**config.mk**
```make
export PLATFORM = sky130hd
export DESIGN_NAME = mem_port_arbiter_flat
export DESIGN_NICKNAME = d
export VERILOG_FILES = /design/src/rtl/mem_port_arbiter_pkg.sv /design/src/rtl/mem_port_arbiter_if.sv /design/src/rtl/mem_port_arbiter_priority.sv /design/src/rtl/mem_port_arbiter.sv /design/src/flat_wrapper.sv
export SDC_FILE = /design/constraint.sdc
export NUM_CORES = 1
export LEC_CHECK = 0
export CORE_AREA = 4 4 196 198
export DETAILED_ROUTE_END_ITERATION = 16
export DIE_AREA = 0 0 200 202
export GPL_TIMING_DRIVEN = 0
export PLACE_DENSITY = 0.61
export SYNTH_ARGS = -nofsm -noshare
export SYNTH_HDL_FRONTEND = slang
export SYNTH_SLANG_ARGS = --single-unit
export TNS_END_PERCENT = 5
```
**constraint.sdc**
```tcl
create_clock -name clk -period 5.2 [get_ports clk]
set_clock_uncertainty 0.15 [all_clocks]
set_input_delay 1.04 -clock clk [delete_from_list [all_inputs] [get_ports clk]]
set_output_delay 1.04 -clock clk [all_outputs]
set_load 0.02 [all_outputs]
```
**src/rtl/mem_port_arbiter_pkg.sv**
```systemverilog
// mem_port_arbiter_pkg
// Shared types for the ibus/dbus memory port arbiter:
//   arb_state_t  - arbiter FSM states
//   MSIZE4       - size code used for every instruction fetch (4 bytes)
//   arb_req_t    - latched downstream request (addr/size/strobe/wdata)
//   streak_w()   - width of the dbus streak counter (never narrower than 3)
package mem_port_arbiter_pkg;

  localparam int MAX_ADDR_W = 64;

  // msize_t encoding is log2(bytes): 0=1B 1=2B 2=4B 3=8B
  localparam logic [2:0] MSIZE4 = 3'd2;

  typedef enum logic [2:0] {
    IDLE,
    REQ_I,
    WAIT_I,
    REQ_D,
    WAIT_D
  } arb_state_t;

  // addr is sized for the widest port; narrower ADDR_W uses the low bits
  typedef struct packed {
    logic [MAX_ADDR_W-1:0] addr;
    logic [2:0]            size;
    logic [7:0]            strobe;
    logic [63:0]           wdata;
  } arb_req_t;

  function automatic int streak_w(input int max_streak);
    int w;
    w = $clog2(max_streak + 1);
    return (w < 3) ? 3 : w;
  endfunction

endpackage

```
**src/rtl/mem_port_arbiter_if.sv**
```systemverilog
// mem_port_arbiter_if
// Bundles the ibus, dbus and downstream memory port signals.
//   master : the arbiter (serves ibus/dbus, drives the memory request)
//   slave  : the surroundings (core buses + memory responder)
interface mem_port_arbiter_if #(
  parameter int ADDR_W = 64
);
  // ibus
  logic              i_valid;
  logic [ADDR_W-1:0] i_addr;
  logic              i_addr_ok;
  logic              i_data_ok;
  logic [31:0]       i_data;
  // dbus
  logic              d_valid;
  logic [ADDR_W-1:0] d_addr;
  logic [2:0]        d_size;
  logic [7:0]        d_strobe;
  logic [63:0]       d_wdata;
  logic              d_addr_ok;
  logic              d_data_ok;
  logic [63:0]       d_data;
  // downstream memory port
  logic              m_valid;
  logic [ADDR_W-1:0] m_addr;
  logic [2:0]        m_size;
  logic [7:0]        m_strobe;
  logic [63:0]       m_wdata;
  logic              m_ready;
  logic              m_resp_valid;
  logic [63:0]       m_rdata;

  modport master (
    input  i_valid, i_addr,
    output i_addr_ok, i_data_ok, i_data,
    input  d_valid, d_addr, d_size, d_strobe, d_wdata,
    output d_addr_ok, d_data_ok, d_data,
    output m_valid, m_addr, m_size, m_strobe, m_wdata,
    input  m_ready, m_resp_valid, m_rdata
  );

  modport slave (
    output i_valid, i_addr,
    input  i_addr_ok, i_data_ok, i_data,
    output d_valid, d_addr, d_size, d_strobe, d_wdata,
    input  d_addr_ok, d_data_ok, d_data,
    input  m_valid, m_addr, m_size, m_strobe, m_wdata,
    output m_ready, m_resp_valid, m_rdata
  );

endinterface

```
**src/rtl/mem_port_arbiter_priority.sv**
```systemverilog
// arb_priority
// Combinational grant decision and streak update for the arbiter.
//   i_valid/d_valid : pending requests
//   streak          : consecutive dbus grants made while ibus was waiting
//   grant_i/grant_d : at most one set
//   streak_nxt      : value to load when the arbiter is in IDLE
module arb_priority #(
  parameter int MAX_DSTREAK = 4,
  parameter int STREAK_W    = 3
) (
  input  logic                i_valid,
  input  logic                d_valid,
  input  logic [STREAK_W-1:0] streak,
  output logic                grant_i,
  output logic                grant_d,
  output logic [STREAK_W-1:0] streak_nxt
);

  localparam logic [STREAK_W-1:0] STREAK_MAX = STREAK_W'(MAX_DSTREAK);

  logic at_max;
  assign at_max = (streak == STREAK_MAX);

  always_comb begin
    // dbus wins unless ibus has already been passed over MAX_DSTREAK times
    grant_d    = d_valid & ~(i_valid & at_max);
    grant_i    = i_valid & ~grant_d;
    streak_nxt = streak;
    if (grant_d) begin
      // only count grants that actually made ibus wait
      if (i_valid) streak_nxt = at_max ? streak : streak + STREAK_W'(1);
      else         streak_nxt = '0;
    end else if (grant_i) begin
      streak_nxt = '0;
    end
  end

endmodule

```
**src/rtl/mem_port_arbiter.sv**
```systemverilog
// mem_port_arbiter
// Shares one single-beat memory port between ibus and dbus. One requester
// is granted at a time from IDLE; its request is latched and presented
// downstream until accepted, then the arbiter waits for the response and
// returns it to that requester only.
//   clk   : clock
//   reset : asynchronous, active-low
//   bus   : ibus/dbus/memory signals (mem_port_arbiter_if.master)
module mem_port_arbiter
  import mem_port_arbiter_pkg::*;
#(
  parameter int MAX_DSTREAK = 4,
  parameter int ADDR_W      = 64
) (
  input logic               clk,
  input logic               reset,
  mem_port_arbiter_if.master bus
);

  localparam int STREAK_W = streak_w(MAX_DSTREAK);

  arb_state_t          state_q, state_d;
  arb_req_t            req_q, req_d;
  logic [STREAK_W-1:0] streak_q, streak_nxt;
  logic                grant_i, grant_d;

  logic        i_addr_ok, i_data_ok, d_addr_ok, d_data_ok, m_valid;
  logic [31:0] i_data;
  logic [63:0] d_data;

  arb_priority #(
    .MAX_DSTREAK(MAX_DSTREAK),
    .STREAK_W   (STREAK_W)
  ) u_prio (
    .i_valid   (bus.i_valid),
    .d_valid   (bus.d_valid),
    .streak    (streak_q),
    .grant_i   (grant_i),
    .grant_d   (grant_d),
    .streak_nxt(streak_nxt)
  );

  always_ff @(posedge clk or negedge reset) begin
    if (!reset) begin
      state_q  <= IDLE;
      req_q    <= '0;
      streak_q <= '0;
    end else begin
      state_q <= state_d;
      req_q   <= req_d;
      if (state_q == IDLE) streak_q <= streak_nxt;
    end
  end

  always_comb begin
    state_d   = state_q;
    req_d     = req_q;
    m_valid   = 1'b0;
    i_addr_ok = 1'b0;
    i_data_ok = 1'b0;
    d_addr_ok = 1'b0;
    d_data_ok = 1'b0;
    i_data    = '0;
    d_data    = '0;
    unique case (state_q)
      IDLE: begin
        if (grant_d) begin
          state_d = REQ_D;
          req_d   = '{addr: MAX_ADDR_W'(bus.d_addr), size: bus.d_size,
                      strobe: bus.d_strobe, wdata: bus.d_wdata};
        end else if (grant_i) begin
          state_d = REQ_I;
          req_d   = '{addr: MAX_ADDR_W'(bus.i_addr), size: MSIZE4,
                      strobe: '0, wdata: '0};
        end
      end
      // a response arriving alongside m_ready is not ours yet; it is ignored
      REQ_I: begin
        m_valid = 1'b1;
        if (bus.m_ready) begin
          i_addr_ok = 1'b1;
          state_d   = WAIT_I;
        end
      end
      WAIT_I: begin
        if (bus.m_resp_valid) begin
          i_data_ok = 1'b1;
          i_data    = req_q.addr[2] ? bus.m_rdata[63:32] : bus.m_rdata[31:0];
          state_d   = IDLE;
        end
      end
      REQ_D: begin
        m_valid = 1'b1;
        if (bus.m_ready) begin
          d_addr_ok = 1'b1;
          state_d   = WAIT_D;
        end
      end
      WAIT_D: begin
        if (bus.m_resp_valid) begin
          d_data_ok = 1'b1;
          d_data    = bus.m_rdata;
          state_d   = IDLE;
        end
      end
      default: state_d = IDLE;
    endcase
  end

  assign bus.m_valid   = m_valid;
  assign bus.m_addr    = req_q.addr[ADDR_W-1:0];
  assign bus.m_size    = req_q.size;
  assign bus.m_strobe  = req_q.strobe;
  assign bus.m_wdata   = req_q.wdata;
  assign bus.i_addr_ok = i_addr_ok;
  assign bus.i_data_ok = i_data_ok;
  assign bus.i_data    = i_data;
  assign bus.d_addr_ok = d_addr_ok;
  assign bus.d_data_ok = d_data_ok;
  assign bus.d_data    = d_data;

endmodule

```
**src/flat_wrapper.sv**
```systemverilog
// flat-port wrapper written by rule: the top's interface ports become plain ports
module mem_port_arbiter_flat import mem_port_arbiter_pkg::*;
#(
  parameter int MAX_DSTREAK = 4,
  parameter int ADDR_W      = 64
)
  (clk, reset, bus_i_valid, bus_i_addr, bus_i_addr_ok, bus_i_data_ok, bus_i_data, bus_d_valid, bus_d_addr, bus_d_size, bus_d_strobe, bus_d_wdata, bus_d_addr_ok, bus_d_data_ok, bus_d_data, bus_m_valid, bus_m_addr, bus_m_size, bus_m_strobe, bus_m_wdata, bus_m_ready, bus_m_resp_valid, bus_m_rdata);
  mem_port_arbiter_if #(.ADDR_W(ADDR_W)) bus_i ();
  input logic clk;
  input logic reset;
  input wire logic [$bits(bus_i.i_valid)-1:0] bus_i_valid;
  input wire logic [$bits(bus_i.i_addr)-1:0] bus_i_addr;
  output wire logic [$bits(bus_i.i_addr_ok)-1:0] bus_i_addr_ok;
  output wire logic [$bits(bus_i.i_data_ok)-1:0] bus_i_data_ok;
  output wire logic [$bits(bus_i.i_data)-1:0] bus_i_data;
  input wire logic [$bits(bus_i.d_valid)-1:0] bus_d_valid;
  input wire logic [$bits(bus_i.d_addr)-1:0] bus_d_addr;
  input wire logic [$bits(bus_i.d_size)-1:0] bus_d_size;
  input wire logic [$bits(bus_i.d_strobe)-1:0] bus_d_strobe;
  input wire logic [$bits(bus_i.d_wdata)-1:0] bus_d_wdata;
  output wire logic [$bits(bus_i.d_addr_ok)-1:0] bus_d_addr_ok;
  output wire logic [$bits(bus_i.d_data_ok)-1:0] bus_d_data_ok;
  output wire logic [$bits(bus_i.d_data)-1:0] bus_d_data;
  output wire logic [$bits(bus_i.m_valid)-1:0] bus_m_valid;
  output wire logic [$bits(bus_i.m_addr)-1:0] bus_m_addr;
  output wire logic [$bits(bus_i.m_size)-1:0] bus_m_size;
  output wire logic [$bits(bus_i.m_strobe)-1:0] bus_m_strobe;
  output wire logic [$bits(bus_i.m_wdata)-1:0] bus_m_wdata;
  input wire logic [$bits(bus_i.m_ready)-1:0] bus_m_ready;
  input wire logic [$bits(bus_i.m_resp_valid)-1:0] bus_m_resp_valid;
  input wire logic [$bits(bus_i.m_rdata)-1:0] bus_m_rdata;
  assign bus_i.i_valid = bus_i_valid;
  assign bus_i.i_addr = bus_i_addr;
  assign bus_i_addr_ok = bus_i.i_addr_ok;
  assign bus_i_data_ok = bus_i.i_data_ok;
  assign bus_i_data = bus_i.i_data;
  assign bus_i.d_valid = bus_d_valid;
  assign bus_i.d_addr = bus_d_addr;
  assign bus_i.d_size = bus_d_size;
  assign bus_i.d_strobe = bus_d_strobe;
  assign bus_i.d_wdata = bus_d_wdata;
  assign bus_d_addr_ok = bus_i.d_addr_ok;
  assign bus_d_data_ok = bus_i.d_data_ok;
  assign bus_d_data = bus_i.d_data;
  assign bus_m_valid = bus_i.m_valid;
  assign bus_m_addr = bus_i.m_addr;
  assign bus_m_size = bus_i.m_size;
  assign bus_m_strobe = bus_i.m_strobe;
  assign bus_m_wdata = bus_i.m_wdata;
  assign bus_i.m_ready = bus_m_ready;
  assign bus_i.m_resp_valid = bus_m_resp_valid;
  assign bus_i.m_rdata = bus_m_rdata;
  mem_port_arbiter #(.MAX_DSTREAK(MAX_DSTREAK), .ADDR_W(ADDR_W)) u_core (.clk(clk), .reset(reset), .bus(bus_i));
endmodule
```
==> flow_summary.yaml <==
# generated from flow reports
run_status:
  status: "finished, final reports clean"
grt:
  track_usage: 0.172
  use_met1: 0.213
flow_run:
  maxCapViolations: 0
  warning_count: 27
layout:
  logic_area_um2: 3380
  fillers: 3613
  final_cells: 1669
clocking:
  cts.clk_slew.worst_paths_ns: 0.06
  clkLatencyLatePin_ns: 0.42
synth:
  floorplan.nets: 930
  simple_gate_share: 0.0849
  adder_share: 0.00339
  synth-edff-count: 0
  synth-async-reset-ratio: 1.00
  flop_cell: "dfrtp_1"
  ys_cells: 655
critical_path:
  reg2reg_depth: 7
  cp.arrival_ns: 3.39
drt:
  highest_layer: "met5"
  detailedRoute.firstIterationViolations: 369
  final_antenna_net_count: 0
  via_per_inst: 4.66
power_and_ir_drop:
  power_density_nw_per_um2: 529
  totalPowerFinal_w: 0.00731
die:
  die_x_um: 200
  placementRows: 70
  die_h_um: 202
placement:
  hpwl_um: 28600
timing:
  relSlewSlack: 0.434
  period_used_share: 0.881
  max_freq_ghz: 0.218
hold_path:
  min_path_type: "reg2reg"
synthesized netlist by cell type (2+ instances only):
cell	instances	share of area
a21boi_0	64	0.065
a22o_1	75	0.089
a311o_1	64	0.087
a32o_1	2	0.0027
and2_1	64	0.054
and3_1	2	0.0017
buf_1	5	0.0025
buf_2	15	0.010
buf_6	3	0.0046
clkbuf_1	59	0.030
dfrtp_1	145	0.49
ha_1	2	0.0034
inv_1	5	0.0025
mux2i_1	32	0.043
nand2b_1	3	0.0025
nor2_1	35	0.018
o22a_1	64	0.076
power by group:
part	total, W	switching, W	internal [W]
Sequential	0.00195	0.000310	0.00164
Clock	0.00146	0.000516	0.000947
Combinational	0.00390	0.00195	0.00194
worst max-delay path, delay by kind of cell:
family,cells,cell delay [ns]
buffers and inverters,4,1.95
and+or+nand+nor,2,0.41
per-stage QoR:
step                      hold WS, ns  worst slack, ns  area (µm²)  setup TNS [ns]
after global placement          0.336            -3.42       13100         -493.37
final                           0.353            0.617       13800               0
after CTS                       0.359            0.562       13800               0
after detailed placement        0.340            0.578       13100               0
after floorplan                 0.331             2.13        7380               0
after global routing            0.366            0.375       13800               0
sequential cells by signal, summed over array words and instances, names as in the netlist:
name                 cells
u_core.bus.m_addr       64
u_core.bus.m_wdata      64
u_core.bus.m_strobe      8
u_core.bus.m_size        3
u_core.state_q           3
u_core.streak_q          3
area by class of cell:
cell class	instances	area share
clock buffers	17	0.0308
inverters	5	0.00136
plain buffers	82	0.0253
clock inverters	14	0.0188
repair buffers	513	0.373
flip-flops and latches	145	0.263
multi-input cells	423	0.245
diodes	2	0.000362
well taps	468	0.0424
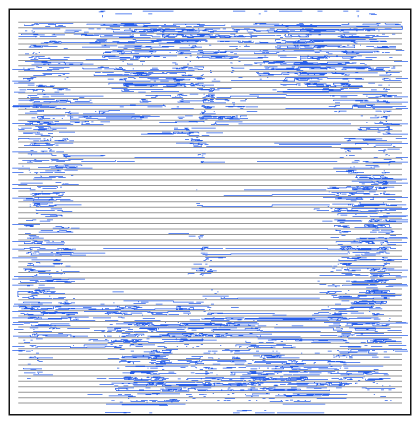
*Met1 routing*
Scale: 2 px per µm. Supply wires on this layer in grey.
The longest straight run is 85.6 µm. The wires run mostly horizontal.

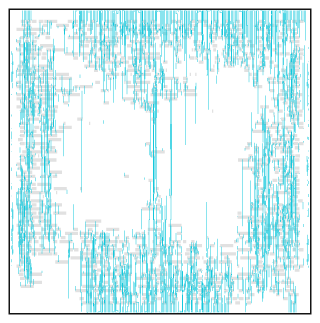
*The metal 2 layer*
Scale: 1.5 px per µm.
The layer holds 48% of the routed length. The layer carries 17500 µm of wire.
grt met2 use: 0.285
Vias: 7782

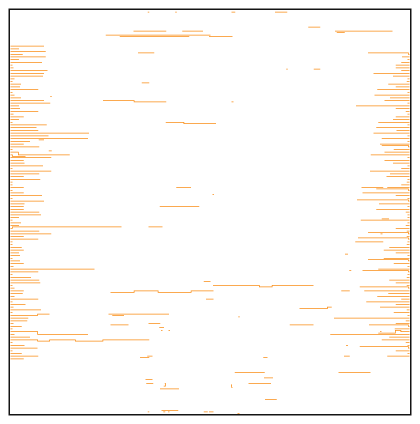
*Met3 routing*
Scale: 2 px per µm.
The layer holds 7.8% of the routed length. The wires run mostly horizontal. The layer carries 2830 µm of wire. The longest straight run is 54.5 µm.
met3 usage: 0.0560
Detailed Route WL: 36400 µm

Power figures rest on the tool's default switching activity, not on a simulated workload.
